$ cat config.mk
export PLATFORM = sky130hd
export DESIGN_NAME = onehot_ring_monitor
export DESIGN_NICKNAME = d
export VERILOG_FILES = /design/src/rtl/onehot_ring_monitor.sv
export SDC_FILE = /design/constraint.sdc
export NUM_CORES = 1
export LEC_CHECK = 0
export CAP_MARGIN = 20
export CORE_MARGIN = 4
export CORE_UTILIZATION = 27
export DETAILED_ROUTE_END_ITERATION = 7
export PLACE_DENSITY = 0.59
export SYNTH_ARGS = -nofsm -noshare
export SYNTH_HDL_FRONTEND = slang
export SYNTH_SLANG_ARGS = --single-unit
export TNS_END_PERCENT = 20
$ cat constraint.sdc
create_clock -name clock -period 3 [get_ports clock]
set_input_delay 0.6 -clock clock [delete_from_list [all_inputs] [get_ports clock]]
set_output_delay 0.6 -clock clock [all_outputs]
set_load 0.05 [all_outputs]
$ cat src/rtl/onehot_ring_monitor.sv
// onehot_ring_monitor
//   Receive-side health monitor for a one-hot ring counter. It samples the
//   phase bus and converts it back to a binary index. It checks that exactly
//   one bit is hot and that each sample advances by one (mod N). Once lock is
//   acquired, it flags and counts sequencing errors.
//
// Ports
//   clock      in   1     clock, all state updates on posedge
//   Resetn     in   1     synchronous active-low reset
//   en         in   1     sample strobe; onehot_in is examined only when en=1
//   onehot_in  in   N     phase bus from the ring counter
//   clr_err    in   1     synchronous clear of err_count
//   idx_out    out  W     binary index of the last legal sample
//   valid      out  1     one-cycle pulse after a legal sample
//   locked     out  1     monitor is in LOCKED
//   err_pulse  out  1     one-cycle pulse after an error seen while LOCKED
//   err_count  out  ERRW  saturating error count
//
// state  | meaning
// HUNT   | no usable history; waiting for any legal sample
// ACQ    | tracking; counting consecutive correct advances toward lock
// LOCKED | sequence trusted; deviations are errors
module onehot_ring_monitor #(
  parameter int N        = 4,
  parameter int W        = $clog2(N),
  parameter int LOCK_CNT = 2,
  parameter int ERRW     = 8
) (
  input  logic            clock,
  input  logic            Resetn,
  input  logic            en,
  input  logic [N-1:0]    onehot_in,
  input  logic            clr_err,
  output logic [W-1:0]    idx_out,
  output logic            valid,
  output logic            locked,
  output logic            err_pulse,
  output logic [ERRW-1:0] err_count
);

  localparam int GW = (LOCK_CNT < 1) ? 1 : $clog2(LOCK_CNT + 1);
  localparam logic [GW-1:0]   LOCK_G  = GW'(LOCK_CNT);
  localparam logic [W-1:0]    LAST    = W'(N - 1);
  localparam logic [ERRW-1:0] ERR_MAX = {ERRW{1'b1}};

  typedef enum logic [1:0] {
    HUNT   = 2'd0,
    ACQ    = 2'd1,
    LOCKED = 2'd2
  } state_t;

  state_t          state_q, state_d;
  logic [W-1:0]    prev_q, prev_d;
  logic [GW-1:0]   good_q, good_d;
  logic [W-1:0]    idx_q, idx_d;
  logic            valid_q, valid_d;
  logic            err_q, err_d;
  logic [ERRW-1:0] cnt_q, cnt_d;

  logic [W:0]      ones;
  logic [W-1:0]    idx;
  logic            legal;
  logic [W-1:0]    expected;
  logic            match;

  // ones is one bit wider than the index, so it can count all N bits.
  always_comb begin
    ones = '0;
    idx  = '0;
    for (int i = 0; i < N; i++) begin
      ones = ones + (W+1)'(onehot_in[i]);
      if (onehot_in[i]) idx = W'(i);
    end
    legal    = (ones == (W+1)'(1));
    expected = (prev_q == LAST) ? '0 : prev_q + W'(1);
    match    = (idx == expected);
  end

  always_comb begin
    state_d = state_q;
    prev_d  = prev_q;
    good_d  = good_q;
    idx_d   = idx_q;
    valid_d = 1'b0;
    err_d   = 1'b0;
    cnt_d   = cnt_q;

    if (en) begin
      if (legal) begin
        valid_d = 1'b1;
        idx_d   = idx;
      end
      case (state_q)
        HUNT: begin
          if (legal) begin
            state_d = ACQ;
            prev_d  = idx;
            good_d  = '0;
          end
        end
        ACQ: begin
          if (!legal) begin
            state_d = HUNT;
          end else if (match) begin
            prev_d = idx;
            good_d = good_q + GW'(1);
            if (good_q + GW'(1) == LOCK_G) state_d = LOCKED;
          end else begin
            prev_d = idx;
            good_d = '0;
          end
        end
        LOCKED: begin
          if (!legal) begin
            err_d   = 1'b1;
            state_d = HUNT;
          end else if (!match) begin
            err_d   = 1'b1;
            state_d = ACQ;
            prev_d  = idx;
            good_d  = '0;
          end else begin
            prev_d = idx;
          end
        end
        default: state_d = HUNT;
      endcase
    end

    // A clear that lands on the same edge as an error keeps that error.
    if (clr_err)
      cnt_d = err_d ? ERRW'(1) : '0;
    else if (err_d && cnt_q != ERR_MAX)
      cnt_d = cnt_q + ERRW'(1);
  end

  always_ff @(posedge clock) begin
    if (!Resetn) begin
      state_q <= HUNT;
      prev_q  <= '0;
      good_q  <= '0;
      idx_q   <= '0;
      valid_q <= 1'b0;
      err_q   <= 1'b0;
      cnt_q   <= '0;
    end else begin
      state_q <= state_d;
      prev_q  <= prev_d;
      good_q  <= good_d;
      idx_q   <= idx_d;
      valid_q <= valid_d;
      err_q   <= err_d;
      cnt_q   <= cnt_d;
    end
  end

  assign idx_out   = idx_q;
  assign valid     = valid_q;
  assign locked    = (state_q == LOCKED);
  assign err_pulse = err_q;
  assign err_count = cnt_q;

endmodule

==> Changelog: implementation <==
## Flow update

* Outcome: completed
* Fraction of registers with async set/reset at 0%
* Number of antenna diodes at 0
* Launch point of the worst path: onehot_in[1]
* Register Area at between 300 and 400 um^2
* Max-Cap Viols at 0
* Critical path class: input pin to flip-flop
* Crit start category: input pin
* Top cells, area: dfxtp_1 (33%), ha_1 (5.7%), nor2_1 (4.1%)
* Final slew viol count at 0
* Unrepaired setup endpoints after global routing: false
* Worst slew pin tran at between 0.5 and 0.6 ns
* Die width at just over 70 um
* Finished layout cell area at ~1500 um^2
* Met3 global-route usage at under 10%
* Chip area in the Yosys report at roughly 1100 um^2
* Total gr overflow at 0
* Maximum VDD drop at around 220 uV
* Synthesized cell area at 1095 um^2
* Gp weighted congestion at about 0.86
* Post-CTS Setup Bufs at 1
* R2R Path End: err_count[4]
* Setup crit end: err_count[4]
* Num Clock Sinks at 18
* Tot GR Track Use at between 10% and 20%
* Synthesized instance count at between 100 and 150
* Final Hold Violating Endpoints at 0
where the power goes:
part / leakage, nW / internal [mW] / switching [mW]
Combinational: 0.414 / 0.0742 / 0.0830
Clock: 0.0216 / 0.0892 / 0.0760
Sequential: 0.146 / 0.249 / 0.0100
metrics by stage:
step                      worst slack [ns]  cells  setup TNS [ns]  hold slack (ns)  total power [mW]
after floorplan                    0.02972    131               0           0.4462            0.3595
after global placement             -0.3899    207          -4.647           0.4590            0.4175
final                              0.08514    211               0           0.4830            0.5815
after global routing             0.0009461    211               0           0.5233            0.6216
after CTS                          0.02650    211               0           0.4881            0.5909
after detailed placement           -0.4627    207          -5.637           0.4751            0.4224
state kept, by name, summed over array words and instances (netlist names):
name,count
idx_out,2
valid,1
prev_q,2
good_q,2
state_q,2
err_count,8
err_pulse,1
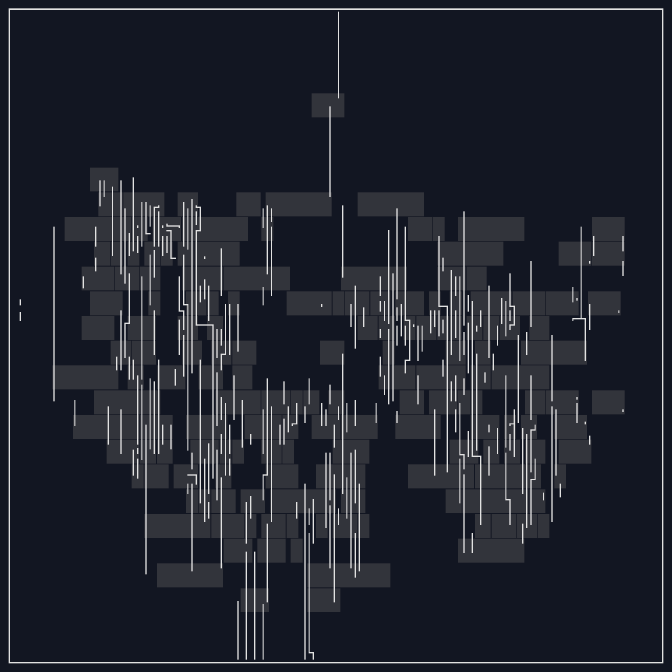
*Signal wires on met2*
Cells faint in the background.
main direction = vertical
share of all routed wire = 47%
wire length on this layer = 1,180 um
Vias: 1,085
met2 Use GR: 17.24%

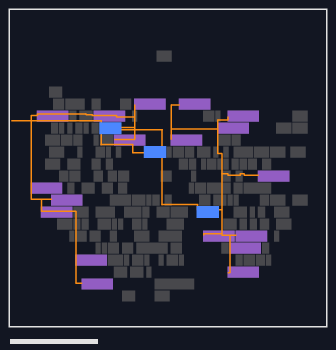
*Clock distribution*
The bar under the picture is 20 um long.
flip-flops -> purple  # count 18
cells driving clock nets -> blue  # count 3
clock wires -> orange  # length 248 um
routed clock nets = 4

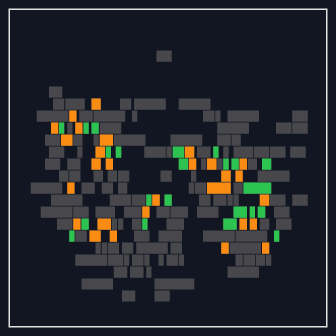
*Logic cells by family*
NAND gates -> green  # cells 22, most used nand2_1
inverting AOI/OAI gates -> orange  # cells 28
Top cell excl fill/tap: dfxtp_1
post-route insts no fill: 211
combinational share of cell area: 45.97%

No activity file was given, so power comes from the tool's default toggle rates.
